clock_wires.png
(8 px per micron)
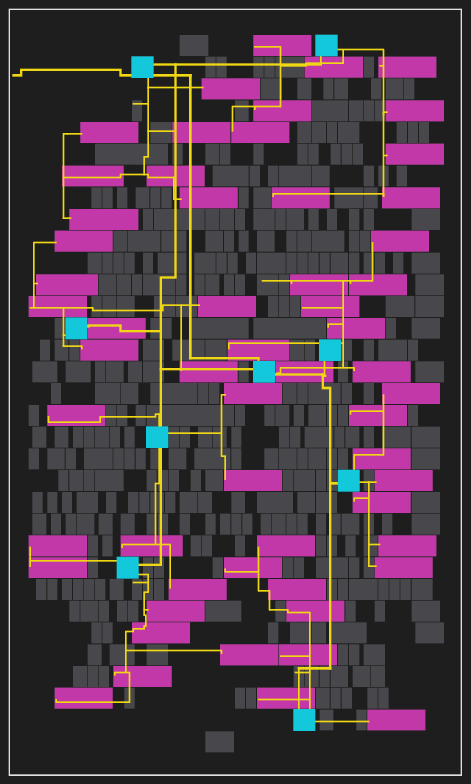
util_map.png
(4 px per micron) 6 x 10 tiles, from black (low) to pale yellow (high), 0 to 100% covered.
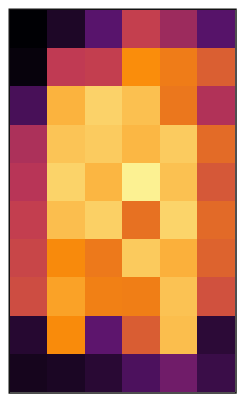
closeup.png
Window x 16 to 41, y 35 to 60 microns. Cells in gray, sequential cells in the stronger gray; small squares are vias.
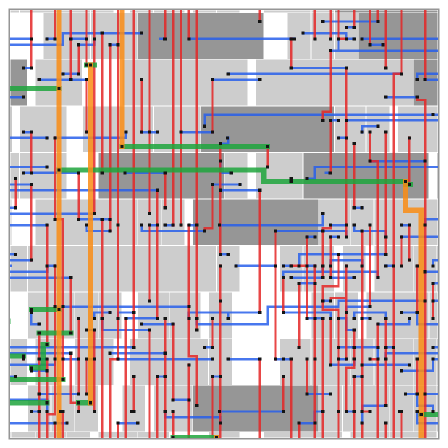
File: src/rtl/board_pkg.sv
// board_pkg: shared board-level switch types and debounce FSM encoding
package board_pkg;
  localparam int SWITCH_WIDTH = 4;
  typedef logic [SWITCH_WIDTH-1:0] switch_t;
  typedef enum logic {DB_STABLE = 1'b0, DB_PENDING = 1'b1} db_state_t;
endpackage

File: src/rtl/debounce_bit.sv
// debounce_bit: two-flop synchronizer plus tick-sampled debounce FSM for one switch bit
module debounce_bit
  import board_pkg::*;
#(
  parameter int STABLE_COUNT = 4
) (
  input  logic clock,
  input  logic reset,
  input  logic tick,
  input  logic valid,
  input  logic raw,
  output logic state,
  output logic rise,
  output logic fall
);
  localparam int CW = $clog2(STABLE_COUNT + 1);
  logic sync1_q, sync1_d, sync2_q, sync2_d;
  logic state_q, state_d, rise_q, rise_d, fall_q, fall_d;
  db_state_t fsm_q, fsm_d;
  logic [CW-1:0] cnt_q, cnt_d, cnt_inc, next_cnt;
  logic differ, accept, settle;
  assign cnt_inc = cnt_q + 1'b1;
  // A differing sample starts a run at 1 from STABLE or extends it in PENDING; the run reaching
  // STABLE_COUNT accepts the new level, a matching sample abandons the run.
  always_comb begin
    sync1_d  = raw;
    sync2_d  = sync1_q;
    differ   = sync2_q != state_q;
    next_cnt = (fsm_q == DB_STABLE) ? CW'(1) : cnt_inc;
    accept   = tick && differ && (next_cnt == CW'(STABLE_COUNT));
    settle   = accept || !differ;
    fsm_d    = !tick ? fsm_q : settle ? DB_STABLE : DB_PENDING;
    cnt_d    = !tick ? cnt_q : settle ? '0 : next_cnt;
    state_d  = accept ? sync2_q : state_q;
    rise_d   = accept && valid && sync2_q;
    fall_d   = accept && valid && !sync2_q;
  end
  // Synchronizer, FSM and registered outputs
  always_ff @(posedge clock) begin
    if (reset) begin
      sync1_q <= 1'b0;
      sync2_q <= 1'b0;
      fsm_q   <= DB_STABLE;
      cnt_q   <= '0;
      state_q <= 1'b0;
      rise_q  <= 1'b0;
      fall_q  <= 1'b0;
    end else begin
      sync1_q <= sync1_d;
      sync2_q <= sync2_d;
      fsm_q   <= fsm_d;
      cnt_q   <= cnt_d;
      state_q <= state_d;
      rise_q  <= rise_d;
      fall_q  <= fall_d;
    end
  end
  assign state = state_q;
  assign rise  = rise_q;
  assign fall  = fall_q;
endmodule

File: src/rtl/switch_debouncer.sv
// switch_debouncer: synchronizes and debounces slide switches into clean levels and edge pulses
module switch_debouncer
  import board_pkg::*;
#(
  parameter int WIDTH        = SWITCH_WIDTH,
  parameter int SAMPLE_RATIO = 100_000,
  parameter int STABLE_COUNT = 4
) (
  input  logic             clock,
  input  logic             reset,
  input  logic [WIDTH-1:0] switch_raw,
  output logic [WIDTH-1:0] switch_state,
  output logic [WIDTH-1:0] switch_rise,
  output logic [WIDTH-1:0] switch_fall,
  output logic             switch_valid
);
  localparam int TW = (SAMPLE_RATIO > 1) ? $clog2(SAMPLE_RATIO) : 1;
  localparam int VW = $clog2(STABLE_COUNT + 1);
  logic [TW-1:0] tcnt_q, tcnt_d;
  logic [VW-1:0] vcnt_q, vcnt_d;
  logic valid_q, valid_d, tick, vsat;
  // Shared sample tick and the saturating tick count that qualifies the edge pulses
  always_comb begin
    tick    = tcnt_q == TW'(SAMPLE_RATIO - 1);
    tcnt_d  = tick ? '0 : tcnt_q + 1'b1;
    vsat    = vcnt_q == VW'(STABLE_COUNT);
    vcnt_d  = (tick && !vsat) ? vcnt_q + 1'b1 : vcnt_q;
    valid_d = vsat;
  end
  // Tick and valid registers
  always_ff @(posedge clock) begin
    if (reset) begin
      tcnt_q  <= '0;
      vcnt_q  <= '0;
      valid_q <= 1'b0;
    end else begin
      tcnt_q  <= tcnt_d;
      vcnt_q  <= vcnt_d;
      valid_q <= valid_d;
    end
  end
  for (genvar i = 0; i < WIDTH; i++) begin : g_bit
    debounce_bit #(.STABLE_COUNT(STABLE_COUNT)) u_bit (
      .clock(clock),
      .reset(reset),
      .tick (tick),
      .valid(valid_q),
      .raw  (switch_raw[i]),
      .state(switch_state[i]),
      .rise (switch_rise[i]),
      .fall (switch_fall[i])
    );
  end
  assign switch_valid = valid_q;
endmodule

File: config.mk
export PLATFORM = sky130hd
export DESIGN_NAME = switch_debouncer
export DESIGN_NICKNAME = d
export VERILOG_FILES = /design/src/rtl/board_pkg.sv /design/src/rtl/debounce_bit.sv /design/src/rtl/switch_debouncer.sv
export SDC_FILE = /design/constraint.sdc
export NUM_CORES = 1
export LEC_CHECK = 0
export ABC_AREA = 1
export CORE_ASPECT_RATIO = 1.75
export CORE_MARGIN = 2
export CORE_UTILIZATION = 54
export CTS_BUF_LIST = sky130_fd_sc_hd__clkbuf_4
export CTS_CLUSTER_SIZE = 30
export DETAILED_ROUTE_END_ITERATION = 10
export GPL_ROUTABILITY_DRIVEN = 0
export HOLD_SLACK_MARGIN = 0.02
export PLACE_DENSITY = 0.83
export SETUP_SLACK_MARGIN = 0.05
export SLEW_MARGIN = 20
export SYNTH_ARGS = -nofsm -noshare
export SYNTH_HDL_FRONTEND = slang
export SYNTH_HIERARCHICAL = 1
export SYNTH_SLANG_ARGS = --single-unit
File: constraint.sdc
create_clock -name clock -period 1.8 [get_ports clock]
set_input_delay 0.27 -clock clock [delete_from_list [all_inputs] [get_ports clock]]
set_output_delay 0.27 -clock clock [all_outputs]
set_load 0.01 [all_outputs]
==> run notes <==
The following summarizes the physical implementation.

Outcome
The flow ran to the end, and the final reports show no timing, DRC or antenna violations.

Cells and area
At the end of the flow, the number of nets in the layout was 419. Compared with the post-synthesis result, the final layout area differs by 22.2%. The layout summary lists the proportion of cells stronger than drive strength 1 as 16.3%. The post-route utilization of the core is recorded as 67.7%. The most instantiated logic cell after routing is sky130_fd_sc_hd__nand2_1. Leaving out fill and tap cells, the most frequent cells in the layout are 95 x sky130_fd_sc_hd__nand2_1, 53 x sky130_fd_sc_hd__inv_1, 52 x sky130_fd_sc_hd__dfxtp_1, 50 x sky130_fd_sc_hd__nor2_1, 19 x sky130_fd_sc_hd__a21oi_1.

Synth
The number of nets at floorplan is 376. Looking at area per cell type in the netlist, the leader is sky130_fd_sc_hd__dfxtp_1. The share of the synthesized netlist area taken by xor and xnor gates is 1.69%. Synthesis produced a netlist whose cell count is 363. The async set-or-reset flop fraction in the synthesized netlist is 0%. The synthesized area per cell is 7.12 sq um.

The post-synthesis instance area is 2590 sq um. The number of warning messages in the yosys log is 6. The AND-OR/OR-AND share of the synthesized area is 5.22%. The register bit count reported by yosys is 57. The synthesized netlist has a Yosys-reported chip area of 2590 sq um.

The gate-level netlist out of Yosys references 23 unique cell types. The count of flip-flops with a built-in enable after synthesis is 0. In the synthesized netlist the dominant register cell turns out to be sky130_fd_sc_hd__dfxtp_1.

The cell count listed in synth_stat.txt is 363. The cell with the most instances after synthesis is sky130_fd_sc_hd__nand2_1.

Die
The top-level port count is 19. In this run the full chip footprint comes out at 5380 sq um. The total number of placement rows is 33.

The die is 95.6 microns tall. The initial core utilization is 55.4%. According to the floorplan report, the placeable core area is 4670 sq um.

Routing
The wire length per cell is 11.3 microns. The number of remaining DRC errors is 0. After detailed routing, the number of vias per cell comes to 5.10. Per the detail_route report, the via count comes to 2362. Before antenna repair, the detailed router went through 4 iterations.

The iteration-0 DRC count of the detailed router is 78.

STA
The end-of-flow timing check tallies setup violations at 0. The maximum achievable frequency is 0.600 GHz. The number of hold violations in the final report is 0. The max-slew violation count is 0. Setup repair after global routing could not meet its margin everywhere. After layout, the minimum clock period comes to 1670 ps.

Measured against its own limit, the worst slew margin works out to 73.5%. The post-layout period usage of the worst path is 92.5%.

Worst setup path
Broken down by cell family, the worst path's largest delay share belongs to simple AND/OR/NAND/NOR gates. Counting stages on the worst path, the most repeated cell is sky130_fd_sc_hd__nor2_4. The library cell contributing the largest single delay on the critical path is sky130_fd_sc_hd__dfxtp_2. Across all register-to-register paths, the minimum setup slack is 130 ps.

The launching point of the worst reg2reg path is tcnt_q[1]. The critical path maximum fanout is 6. The most critical setup path has its startpoint at tcnt_q[1]. The endpoint required time on the critical path is 2110 ps. The timing report notes that buffer and inverter cells on the critical path total 1.

Clock network
The clock input transition at the sequential cells of the worst setup and hold paths is 90 ps. In this run the deepest clock path goes through 2 buffers. The number of buffers created by CTS is 9. In this run the clock root is driven by a sky130_fd_sc_hd__clkbuf_4.

Run
The number of maximum-capacitance constraint violations is 0.

Worst hold path
The startpoint of the most critical hold path is switch_raw[1]. The type of the tightest min-delay check is primary input to register.

Global route
The initial antenna violation count is 0. Entering global routing, the biggest net connects 18 pins. The via count of the first global-routing pass is 2185. The first global-routing pass estimated 8590 microns of wire.

Power and ir drop
The power density relative to cell area is 701 nW/um^2. The static power due to leakage is 0.00120 uW. The total chip power is 2220 uW.
Back to the opening pictures, clock_wires.png:
- yellow: clock wires (length 706 microns)
- magenta: flip-flops (count 57)
- cyan: clock-net drivers (count 9)
- flops lie: all over the die
- routed clock nets: 10
Clock Skews: 11.0 ps
later-pin clock latency in the skew report: 400 ps
power share of the clock group: 38.8%
Clk. pwr: 861 uW

Back to the opening pictures, util_map.png:
- densest ninth of the die: middle
- nearly empty tiles: 3.3%
- fullest tile: 97%
- mean over tiles: 57%
- tiles over 75% full: 33%
- emptiest ninth of the die: top left

Back to the opening pictures, closeup.png:
- red: M2
- orange: M4
- green: M3
- blue: M1
- cells with their middle in the window: 66
- most frequent: nand2_1 (21), dfxtp_1 (6), buf_4 (6)
- netlist names of flops here include: `g_bit.u_bit/fsm_q` (2), `g_bit.u_bit/cnt_q` (2)
- sequential cells in the window: 7

worst register-to-register path: stages (launching register included):
cell,delay (ps)
sky130_fd_sc_hd__dfxtp_2,360
sky130_fd_sc_hd__ha_4,150
sky130_fd_sc_hd__nand2_4,60
sky130_fd_sc_hd__nor2_4,140
sky130_fd_sc_hd__nand3_4,100
sky130_fd_sc_hd__nor2_4,140
sky130_fd_sc_hd__buf_12,120
sky130_fd_sc_hd__nand2_1,80
sky130_fd_sc_hd__nor2_4,150
sky130_fd_sc_hd__nand4_1,140
sky130_fd_sc_hd__nand2_1,90
sky130_fd_sc_hd__nor2_1,40
repair_timing:
action                                  in CTS  in global routing
resized                                      4                 18
cloned                                       0                  1
setup buffers                                0                  4
endpoints found under the setup margin       8                 29
pin swaps                                    0                 10
final cells by class:
class | instances | area (sq um)
Multi-Input combinational cell | 248 | 1280
Tap cell | 52 | 65.1
Timing Repair Buffer | 33 | 323
Inverter | 57 | 214
Clock buffer | 10 | 75.1
Clock inverter | 6 | 48.8
Sequential cell | 57 | 1150
Fill cell | 377 | 1510
state kept, by name (all words and copies together), names as in the netlist:
register	cells
g_bit.u_bit/sync2_q	4
vcnt_q	3
switch_valid	1
g_bit.u_bit/rise	4
g_bit.u_bit/fall	4
tcnt_q	17
g_bit.u_bit/cnt_q	12
g_bit.u_bit/fsm_q	4
g_bit.u_bit/state	4
g_bit.u_bit/sync1_q	4
worst paths after layout:
kind	cells past startpoint	to
max	11	g_bit[3].u_bit/state
max reg2reg	11	g_bit[3].u_bit/state
min reg2reg	2	g_bit[1].u_bit/sync2_q
min	3	g_bit[1].u_bit/sync1_q
power by group:
part	switching (uW)	internal (uW)
Clock	444	417
Combinational	39.7	31.4
Sequential	10.3	1270
routing by layer:
| layer | global-route usage (%) | vias to the layer above | part of all wire [%] |
|---|---|---|---|
| met1 | 17.8 | 1076 | 38 |
| met2 | 40.1 | 53 | 54 |
| met3 | 5.16 | 20 | 3.5 |
| li1 | - | 1213 | - |
| met5 | 0 | - | 0 |
| met4 | 15.3 | 0 | 4.7 |
through the flow:
step	std cells	setup TNS, ps	area [sq um]	worst slack, ps	hold slack [ps]
global route	463	0	3160	10.4	373
CTS	458	0	3050	51.4	351
global placement	442	0	2910	105	390
finish	463	0	3160	134	378
detailed placement	442	-8.64	2910	-8.64	395
floorplan	363	0	2590	93.4	339
cells by family after synthesis:
kind of cell,after synthesis
AOI/OAI and AO/OA,24
xor gates and xnor gates,5
adders and majority gates,7
buffers and inverters,58
DFF,57
and+or+nand+nor,212
Power and IR drop assume default switching activity.
